`src/rtl/zigbee_chip_spreader_pkg.sv`:
```
// Shared constants and types for the O-QPSK chip spreader.
// Table bit k is chip c_k; c_0 leaves the spreader first.
package zigbee_pkg;

    localparam int CHIPS_PER_SYM = 32;
    localparam int SYM_W         = 4;
    localparam int IDX_W         = 5;

    // Symbols 1-7 rotate symbol 0 by 4 chips each; 8-15 invert the odd chips of 0-7.
    localparam logic [15:0][31:0] CHIP_TABLE = {
        32'h1DEE0693, 32'h31DEE069, 32'h931DEE06, 32'h6931DEE0,
        32'h06931DEE, 32'hE06931DE, 32'hEE06931D, 32'hDEE06931,
        32'hB744AC39, 32'h9B744AC3, 32'h39B744AC, 32'hC39B744A,
        32'hAC39B744, 32'h4AC39B74, 32'h44AC39B7, 32'h744AC39B
    };

    typedef enum logic {
        IDLE = 1'b0,
        SEND = 1'b1
    } spr_state_t;

endpackage

```
`src/rtl/zigbee_chip_spreader_if.sv`:
```
// Symbol input handshake plus the chip stream towards the MSK modulator.
interface zigbee_chip_spreader_if;
    import zigbee_pkg::*;

    logic [SYM_W-1:0] i_sym;
    logic             i_sym_valid;
    logic             o_sym_ready;
    logic             o_chip;
    logic             o_empty;
    logic             i_ready;
    logic [IDX_W-1:0] o_chip_idx;
    logic             o_busy;

    modport master (
        output i_sym, i_sym_valid, i_ready,
        input  o_sym_ready, o_chip, o_empty, o_chip_idx, o_busy
    );

    modport slave (
        input  i_sym, i_sym_valid, i_ready,
        output o_sym_ready, o_chip, o_empty, o_chip_idx, o_busy
    );

endinterface

```
`src/rtl/zigbee_chip_spreader_fifo.sv`:
```
// Synchronous symbol FIFO; read data is the combinational head, pop takes effect at the edge.
// rdy_o is registered from the next count, so a push is never accepted while full.
module zigbee_sym_fifo #(
    parameter int WIDTH = 4,
    parameter int DEPTH = 4
) (
    input  logic                   clk,
    input  logic                   reset,
    input  logic                   push_i,
    input  logic [WIDTH-1:0]       dat_i,
    input  logic                   pop_i,
    output logic [WIDTH-1:0]       dat_o,
    output logic [$clog2(DEPTH):0] count_nxt_o,
    output logic                   empty_o,
    output logic                   rdy_o
);
    localparam int AW = $clog2(DEPTH);
    localparam logic [AW:0] FULL_CNT = (AW+1)'(DEPTH);

    logic [WIDTH-1:0] mem_q [DEPTH];
    logic [AW-1:0]    wr_ptr_q, rd_ptr_q;
    logic [AW:0]      count_q, count_d;
    logic             rdy_q;
    logic             push_ok, pop_ok;

    assign push_ok = push_i & rdy_q;
    assign pop_ok  = pop_i & (count_q != '0);

    always_comb begin
        count_d = count_q;
        if (push_ok && !pop_ok) begin
            count_d = count_q + 1'b1;
        end else if (!push_ok && pop_ok) begin
            count_d = count_q - 1'b1;
        end
    end

    always_ff @(posedge clk) begin
        if (!reset) begin
            wr_ptr_q <= '0;
            rd_ptr_q <= '0;
            count_q  <= '0;
            rdy_q    <= 1'b0;
        end else begin
            if (push_ok) wr_ptr_q <= wr_ptr_q + 1'b1;
            if (pop_ok)  rd_ptr_q <= rd_ptr_q + 1'b1;
            count_q <= count_d;
            rdy_q   <= (count_d < FULL_CNT);
        end
    end

    always_ff @(posedge clk) begin
        if (push_ok) mem_q[wr_ptr_q] <= dat_i;
    end

    assign dat_o       = mem_q[rd_ptr_q];
    assign count_nxt_o = count_d;
    assign empty_o     = (count_q == '0);
    assign rdy_o       = rdy_q;

endmodule

```
`src/rtl/zigbee_chip_spreader.sv`:
```
// Expands queued 4-bit symbols into 32-chip PN sequences, one chip per i_ready rising edge.
// First chip appears two edges after the symbol is accepted; symbols chain without a gap.
module zigbee_chip_spreader
    import zigbee_pkg::*;
#(
    parameter int FIFO_DEPTH = 4
) (
    input logic                   clk,
    input logic                   reset,
    zigbee_chip_spreader_if.slave bus
);
    localparam int CW = $clog2(FIFO_DEPTH) + 1;
    localparam logic [IDX_W-1:0] LAST_IDX = IDX_W'(CHIPS_PER_SYM - 1);

    spr_state_t               state_q, state_d;
    logic [CHIPS_PER_SYM-1:0] shreg_q, shreg_d;
    logic [IDX_W-1:0]         idx_q, idx_d;
    logic                     ready_q, empty_q, busy_q;
    logic                     adv, pop;
    logic                     fifo_empty, fifo_rdy;
    logic [SYM_W-1:0]         head;
    logic [CW-1:0]            count_nxt;

    zigbee_sym_fifo #(
        .WIDTH (SYM_W),
        .DEPTH (FIFO_DEPTH)
    ) u_fifo (
        .clk         (clk),
        .reset       (reset),
        .push_i      (bus.i_sym_valid),
        .dat_i       (bus.i_sym),
        .pop_i       (pop),
        .dat_o       (head),
        .count_nxt_o (count_nxt),
        .empty_o     (fifo_empty),
        .rdy_o       (fifo_rdy)
    );

    // A held-high i_ready spans the modulator's inter-half-sine gap; only its rise counts.
    assign adv = bus.i_ready & ~ready_q;

    always_comb begin
        state_d = state_q;
        shreg_d = shreg_q;
        idx_d   = idx_q;
        pop     = 1'b0;
        case (state_q)
            IDLE: begin
                if (!fifo_empty) begin
                    pop     = 1'b1;
                    shreg_d = CHIP_TABLE[head];
                    idx_d   = '0;
                    state_d = SEND;
                end
            end
            SEND: begin
                if (adv) begin
                    if (idx_q != LAST_IDX) begin
                        shreg_d = shreg_q >> 1;
                        idx_d   = idx_q + 1'b1;
                    end else if (!fifo_empty) begin
                        pop     = 1'b1;
                        shreg_d = CHIP_TABLE[head];
                        idx_d   = '0;
                    end else begin
                        shreg_d = '0;
                        idx_d   = '0;
                        state_d = IDLE;
                    end
                end
            end
            default: state_d = IDLE;
        endcase
    end

    always_ff @(posedge clk) begin
        if (!reset) begin
            state_q <= IDLE;
            shreg_q <= '0;
            idx_q   <= '0;
            ready_q <= 1'b0;
            empty_q <= 1'b1;
            busy_q  <= 1'b0;
        end else begin
            state_q <= state_d;
            shreg_q <= shreg_d;
            idx_q   <= idx_d;
            ready_q <= bus.i_ready;
            // Falls one edge after the load, rises on the same edge as the return to IDLE.
            empty_q <= (state_d == IDLE) || (state_q == IDLE);
            busy_q  <= (state_d == SEND) || (count_nxt != '0);
        end
    end

    assign bus.o_chip      = shreg_q[0];
    assign bus.o_chip_idx  = idx_q;
    assign bus.o_empty     = empty_q;
    assign bus.o_busy      = busy_q;
    assign bus.o_sym_ready = fifo_rdy;

endmodule
```
`src/flat_wrapper.sv`:
```
// flat-port wrapper written by rule: the top's interface ports become plain ports
module zigbee_chip_spreader_flat import zigbee_pkg::*;
#(
    parameter int FIFO_DEPTH = 4
)
  (clk, reset, bus_i_sym, bus_i_sym_valid, bus_i_ready, bus_o_sym_ready, bus_o_chip, bus_o_empty, bus_o_chip_idx, bus_o_busy);
  zigbee_chip_spreader_if bus_i ();
  input logic clk;
  input logic reset;
  input wire logic [$bits(bus_i.i_sym)-1:0] bus_i_sym;
  input wire logic [$bits(bus_i.i_sym_valid)-1:0] bus_i_sym_valid;
  input wire logic [$bits(bus_i.i_ready)-1:0] bus_i_ready;
  output wire logic [$bits(bus_i.o_sym_ready)-1:0] bus_o_sym_ready;
  output wire logic [$bits(bus_i.o_chip)-1:0] bus_o_chip;
  output wire logic [$bits(bus_i.o_empty)-1:0] bus_o_empty;
  output wire logic [$bits(bus_i.o_chip_idx)-1:0] bus_o_chip_idx;
  output wire logic [$bits(bus_i.o_busy)-1:0] bus_o_busy;
  assign bus_i.i_sym = bus_i_sym;
  assign bus_i.i_sym_valid = bus_i_sym_valid;
  assign bus_i.i_ready = bus_i_ready;
  assign bus_o_sym_ready = bus_i.o_sym_ready;
  assign bus_o_chip = bus_i.o_chip;
  assign bus_o_empty = bus_i.o_empty;
  assign bus_o_chip_idx = bus_i.o_chip_idx;
  assign bus_o_busy = bus_i.o_busy;
  zigbee_chip_spreader #(.FIFO_DEPTH(FIFO_DEPTH)) u_core (.clk(clk), .reset(reset), .bus(bus_i));
endmodule
```
`config.mk`:
```
export PLATFORM = sky130hd
export DESIGN_NAME = zigbee_chip_spreader_flat
export DESIGN_NICKNAME = d
export VERILOG_FILES = /design/src/rtl/zigbee_chip_spreader_pkg.sv /design/src/rtl/zigbee_chip_spreader_if.sv /design/src/rtl/zigbee_chip_spreader_fifo.sv /design/src/rtl/zigbee_chip_spreader.sv /design/src/flat_wrapper.sv
export SDC_FILE = /design/constraint.sdc
export NUM_CORES = 1
export LEC_CHECK = 0
export CAP_MARGIN = 5
export CORE_MARGIN = 2
export CORE_UTILIZATION = 52
export CTS_BUF_LIST = sky130_fd_sc_hd__clkbuf_16
export CTS_CLUSTER_SIZE = 24
export DETAILED_ROUTE_END_ITERATION = 8
export PLACE_DENSITY = 0.71
export SYNTH_ARGS = -nofsm -noshare
export SYNTH_HDL_FRONTEND = slang
export SYNTH_SLANG_ARGS = --single-unit
export TNS_END_PERCENT = 10
```
`constraint.sdc`:
```
create_clock -name clk -period 3.1 [get_ports clk]
set_clock_uncertainty 0.2 [all_clocks]
set_input_delay 0.62 -clock clk [delete_from_list [all_inputs] [get_ports clk]]
set_output_delay 0.62 -clock clk [all_outputs]
set_load 0.02 [all_outputs]
```
**Run 1: cell placement**

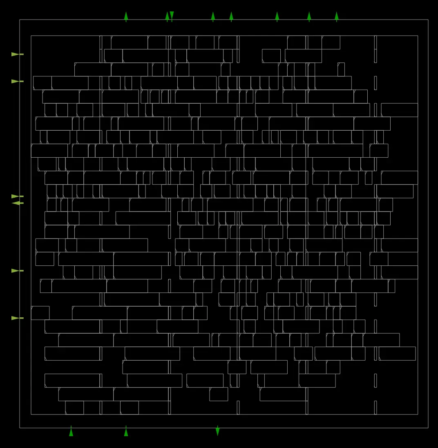
Seq cells: 67
Rows: 28
Tap Count: 75

**Run 1: metal 3**

Bar = 20 um.
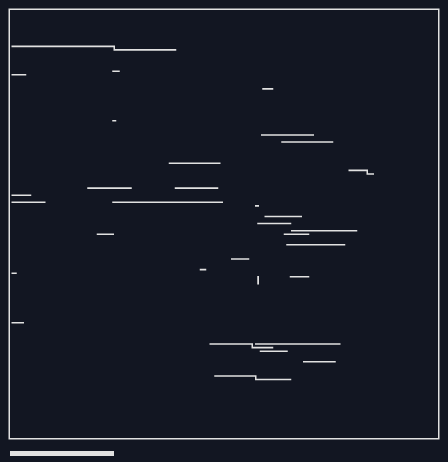
The wires run mostly horizontal. The layer carries 230 um of wire. 22 nets have wire on it.

**Run 1: cells coloured by class**

Fill, decap, tap and diode cells in grey.
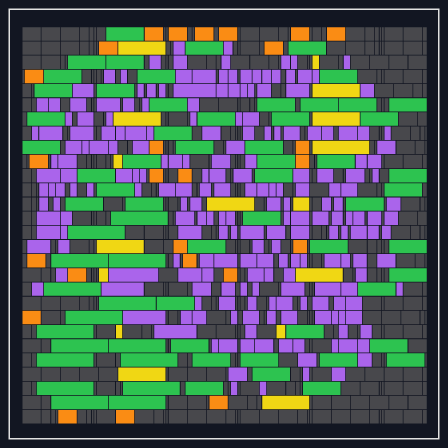
Yellow marks clock drivers and dummy loads, cells 16. Orange marks other buffers and delay cells, cells 25. Purple marks all other logic, cells 219. Green marks flip-flops, cells 67.
Seq/total area: 41.0%
final core utilization: 61.9%
total non-filler cell area in the finished layout: 3670 sq um
standard cell core area: 5920 sq um

**Run 1: I/O nets highlighted**

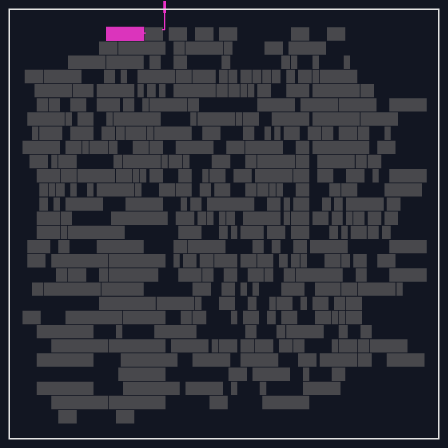
Magenta marks bus_o_empty, bits 1, direction output, edge top, end cells 1, buffers 1, wire 5.20 um.

==> summary.txt, run 1 <==
Implementation numbers.

- The type of the setup path with the least slack is reg2reg.
- The sum of routed wire length over all layers reads 6.33 mm.
- The final report lists the setup-violating endpoint count as 0.
- Among all cell types in the netlist, the one instantiated most often is sky130_fd_sc_hd__dfxtp_1.
- The share of the synthesized area in the top cell type reads 32.2%.
- The global-route met3 utilization is 5.54%.
- The aoi/oai-family share of the synthesized area reads 18.1%.
- The total routing usage reported by global routing is 21.3%.
- The number of pins with negative max-slew slack in the final report reads 0.
- The number of global-route vias before repair is 2207.
- The reported leakage power reads 1.40 nW.
- The non-clock inverter total of the final layout is 11.
- The post-synthesis to final-layout area growth reads 15.5%.
- The worst hold-check path type is reg2reg.
- For this block, the via count after detailed routing is 2380.
- The wire length on met1 is 2.97 mm.
- The cell type taking the most area is combinational gates.
- The routed wire length on met3 is 230 um.
- For the worst setup path, the data arrival time is 2860 ps.
- The count of plain and timing-repair buffers in the layout is 25.
- The total cell area reported by yosys after synthesis is 3170 sq um.
- The met2 track demand over resource in global routing is 34.0%.
- The run finished with clean final reports.
- The number of placed cells counting well taps is 386.
- In the final layout, the multi-input gates occupy 1520 sq um.
- In this run the critical path is formed by mux4_2 -> inv_1 -> ha_1 -> nor2_1 -> a2111oi_0 -> or3_1.
- The number of DRC markers after the initial detailed-route iteration is 252.
- The H-tree was split into 3 levels.
- Once the clock tree was built, the resizer swapped 0 gates to a different size.
- Per the post-synthesis report, the number of cells in the design is 309.
- TritonCTS built the clock tree.
- Adding up every negative setup slack in the final design gives 0 ps.
- The worst path setup slack after routing is 307 ps.
- The non-clock buffer share of cell area reads 6.21%.
- The residual overflow from global routing reads 0.
- The simple-gate area share of the yosys netlist reads 12.7%.
==> run 1: worst max path at each step <==
stage	cells past startpoint	endpoint	startpoint	slack, ps
after detailed placement	6	u_core.shreg_q[29]	bus_i_ready	350
after global placement	6	u_core.shreg_q[21]	flop	340
final	6	u_core.shreg_q[13]	flop	310
after floorplan	8	u_core.bus.o_busy	u_core.bus.o_chip_idx[0]	680
after global routing	6	u_core.shreg_q[21]	flop	120
after CTS	6	u_core.shreg_q[13]	flop	380
==> run 1: power breakdown <==
part | internal, mW | switching (mW) | total [mW]
logic | 0.702 | 0.928 | 1.63
registers | 1.15 | 0.161 | 1.31
clock network | 0.612 | 0.356 | 0.968
==> inputs of run 2 (changes only) <==
--- a/config.mk
+++ b/config.mk
@@ -6,12 +6,13 @@
 export NUM_CORES = 1
 export LEC_CHECK = 0
 export CAP_MARGIN = 5
+export CORE_ASPECT_RATIO = 1.75
 export CORE_MARGIN = 2
 export CORE_UTILIZATION = 52
 export CTS_BUF_LIST = sky130_fd_sc_hd__clkbuf_16
 export CTS_CLUSTER_SIZE = 24
 export DETAILED_ROUTE_END_ITERATION = 8
-export PLACE_DENSITY = 0.71
+export PLACE_DENSITY = 0.73
 export SYNTH_ARGS = -nofsm -noshare
 export SYNTH_HDL_FRONTEND = slang
 export SYNTH_SLANG_ARGS = --single-unit
==> constraint.sdc (replaced) <==
create_clock -name clk -period 2.4 [get_ports clk]
set_clock_uncertainty 0.2 [all_clocks]
set_input_delay 0.48 -clock clk [delete_from_list [all_inputs] [get_ports clk]]
set_output_delay 0.48 -clock clk [all_outputs]
set_load 0.02 [all_outputs]
**Run 2: I/O nets highlighted**

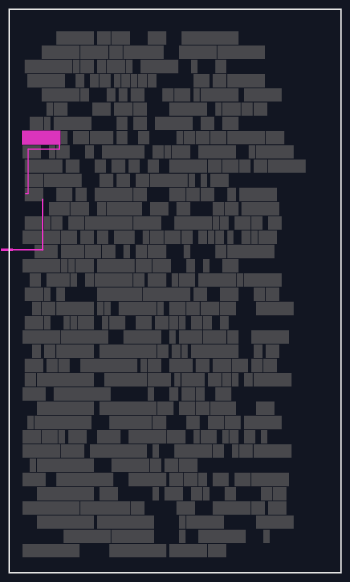
Magenta marks bus_o_empty, bits 1, direction output, edge left, end cells 1, buffers 1, wire 31.7 um.

**Run 2: cell placement**

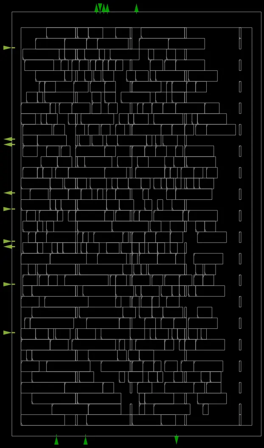
standard cell core area: 5880 sq um
post-route insts no fill: 426
Tap Count: 78
Seq/total area: 38.8%

==> run 2 against run 1 <==
  * Critical path depth grew 3
  * Register-to-register slack got worse by 260 ps
  * Total power grew 38%
  * Die area up 0.36%
  * Clock-buffer cell count did not move
  * First-iteration DRC count down 33%
  * Combinational power increased by 48%
  * Largest cell class unchanged
  * Design area is 6.0% higher
  * Wire length grew 11%
  * Largest power group unchanged
  * Critical path type unchanged
  * Cell count grew 6.0%
==> summary.txt, run 2 <==
Implementation numbers.

- The total negative setup slack is 0 ps (unchanged).
- The post-route core utilization reads 66.1% (was 61.9%).
- The clock tree from TritonCTS is done (unchanged).
- The total cell area reported by yosys after synthesis came to 3170 sq um (unchanged).
- The met2 track demand over resource in global routing is 42.2% (was 34.0%).
- Outcome: complete, no violations (unchanged).
- The number of cells on the critical path was 9 (was 6).
- The final instance area came to 3890 sq um (was 3670 sq um).
- The number of placed cells counting well taps is 408 (was 386).
- The data arrival time of the critical path reads 2360 ps (was 2860 ps).
- The worst hold-check path type is reg2reg (unchanged).
- The most numerous cell in the Yosys netlist was sky130_fd_sc_hd__dfxtp_1 (unchanged).
- The aoi/oai-family share of the synthesized area is 18.1% (unchanged).
- The total routing usage reported by global routing reads 23.3% (was 21.3%).
- The number of global-route vias before repair is 2425 (was 2207).
- The type of the setup path with the least slack is reg2reg (unchanged).
- The number of pins with negative max-slew slack in the final report is 0 (unchanged).
- The worst path setup slack after routing came to 51.1 ps (was 307 ps).
- The reported leakage power is 1.50 nW (was 1.40 nW).
- The termination of the worst setup path reads u_core.bus.o_busy (was u_core.shreg_q[13]).
[run 2: cell type report]
class	count	area share, %
inverters	11	1.06
flip-flops and latches	67	38.8
multi-input cells	208	39.5
well taps	78	2.51
clock inverters	7	1.74
clock buffers	9	5.80
repair buffers	46	10.7
[run 2: power by group]
group / internal, mW / switching [mW] / total, mW
clock network: 0.799 / 0.493 / 1.29
registers: 1.48 / 0.209 / 1.69
logic: 1.11 / 1.30 / 2.41
total: 3.39 / 2.00 / 5.40
[run 2: timing repair]
action / 4_1_cts / 5_1_grt
hold endpoints to repair: 0 / 0
gates cloned: 0 / 0
endpoints found under the setup margin: 3 / 15
pin swaps: 0 / 2
setup buffers: 0 / 2
gates resized: 3 / 6
==> inputs of run 3 (changes only) <==
--- a/config.mk
+++ b/config.mk
@@ -12,7 +12,7 @@
 export CTS_BUF_LIST = sky130_fd_sc_hd__clkbuf_16
 export CTS_CLUSTER_SIZE = 24
 export DETAILED_ROUTE_END_ITERATION = 8
-export PLACE_DENSITY = 0.73
+export PLACE_DENSITY = 0.71
 export SYNTH_ARGS = -nofsm -noshare
 export SYNTH_HDL_FRONTEND = slang
 export SYNTH_SLANG_ARGS = --single-unit
==> constraint.sdc (replaced) <==
create_clock -name clk -period 2.2 [get_ports clk]
set_clock_uncertainty 0.2 [all_clocks]
set_input_delay 0.44 -clock clk [delete_from_list [all_inputs] [get_ports clk]]
set_output_delay 0.44 -clock clk [all_outputs]
set_load 0.02 [all_outputs]
**Run 3: I/O nets highlighted**

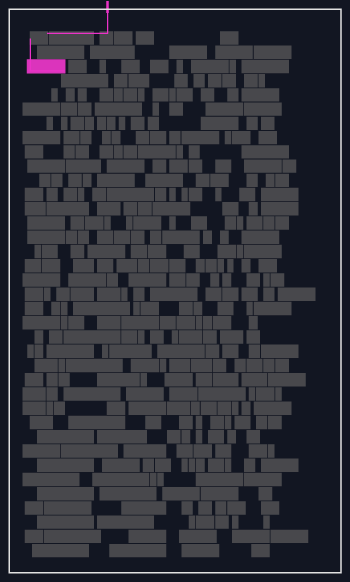
Magenta marks bus_o_empty, bits 1, direction output, edge top, end cells 1, buffers 1, wire 28.3 um.
IO Port Bufs: 16
IO Pins: 17

**Run 3: the metal 2 layer**

Cells faint in the background.
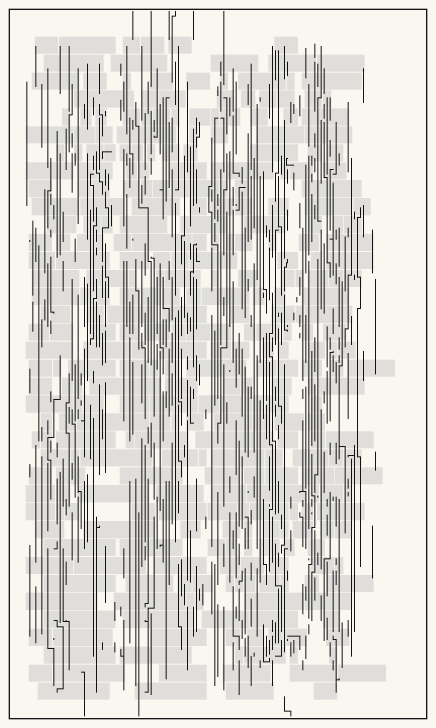
The wires run mostly vertical. The layer carries 4340 um of wire. The longest straight run is 40.5 um.
detailed-route via count: 2493
met2 global-route usage: 45.1%
wire length reported by the detailed router: 7.53 mm

==> run 3 against run 2 <==
  * The flow now finishes with violations (negative setup slack)
  * Worst hold slack gained 27 ps
  * Largest power group unchanged
  * Synthesized cell count is the same
  * Highest routed layer unchanged
  * Design area grew 4.5%
==> summary.txt, run 3 <==
Implementation numbers.

- The total negative setup slack was -29.7 ps (was 0 ps).
- The flop share of the area is 37.2% (was 38.8%).
- The core footprint is 5880 sq um (unchanged).
- The wire length on met1 is 2.76 mm (was 2.58 mm).
- The most numerous cell in the Yosys netlist is sky130_fd_sc_hd__dfxtp_1 (unchanged).
- The worst path setup slack after routing is -21.6 ps (was 51.1 ps).
- The combinational share of cell area reads 39.6% (was 39.5%).
- The multi-input logic area was 1610 sq um (was 1530 sq um).
- The routed wire length on met3 came to 248 um (was 282 um).
- The share of the synthesized area in the top cell type is 32.2% (unchanged).
- The final instance area came to 4060 sq um (was 3890 sq um).
- The number of gates resized after CTS is 8 (was 3).
- The number of buffers added for setup after CTS reads 0 (unchanged).
- Crit path cell chain: mux4_1 -> buf_4 -> xor2_1 -> o22ai_1 (was ha_2 -> and3_1 -> ha_1 -> nand3b_1 -> a21boi_4 -> buf_6 -> a21oi_1 -> a22oi_1 -> o41a_1).
- The number of global-route vias before repair came to 2472 (was 2425).
- The maximum level of the CTS H-tree reads 3 (unchanged).
- The number of sequential cells in the layout is 67 (unchanged).
- The reported leakage power was 1.56 nW (was 1.50 nW).
- The non-clock inverter total of the final layout is 11 (unchanged).
- The post-synthesis to final-layout area growth reads 28.0% (was 22.5%).
- The total cell area reported by yosys after synthesis is 3170 sq um (unchanged).
- The total routing usage reported by global routing was 24.3% (was 23.3%).
- The count of standard-cell rows is 37 (unchanged).
- The worst hold-check path type is reg2reg (unchanged).
- Outcome: finished with violations (was complete, no violations).
- The cell type taking the most area is combinational gates (unchanged).
- The residual overflow from global routing reads 0 (unchanged).
- The non-clock buffer share of cell area is 12.3% (was 10.7%).
- The type of the setup path with the least slack is reg2reg (unchanged).
- The checks that failed: negative setup slack.
- The clock tree buffer count of the final layout is 9 (unchanged).
- The clock network contribution to total cell area reads 7.45% (was 7.53%).
- The clock tree from TritonCTS is done (unchanged).
- The count of plain and timing-repair buffers in the layout reads 55 (was 46).
- The number of DRC markers after the initial detailed-route iteration reads 198 (was 169).
- The number of placed cells counting well taps was 416 (was 408).
- The count of endpoints failing setup in the final report reads 4 (was 0).
- The effective utilization at floorplan came to 54.0% (unchanged).
- The number of multi-input combinational cells in the layout was 208 (unchanged).
## run 3: final timing paths
check,from,end,slack [ps],cells past startpoint
worst max-delay path,flop,u_core.shreg_q[25],-20,4
worst max register to register,flop,u_core.shreg_q[25],-20,4
worst min-delay path,u_core.shreg_q[8],u_core.shreg_q[8],310,2
worst min register to register,u_core.shreg_q[8],u_core.shreg_q[8],310,2
## run 3: cell families (layout without fill, tap and decap cells)
family,count (synthesis),after routing,share of synthesized area [%]
buf+inv,34,82,5.40
mux,10,10,4.85
compound gates,80,80,18.1
xor+xnor,21,21,5.80
fa+ha+maj,15,15,5.84
flops,67,67,47.3
simple gates,82,82,12.7
## run 3: power by group
part / internal (mW) / switching (mW)
combinational: 1.39 / 1.54
sequential: 1.62 / 0.237
clock: 0.883 / 0.555
No activity file was given, so power comes from the tool's default toggle rates.
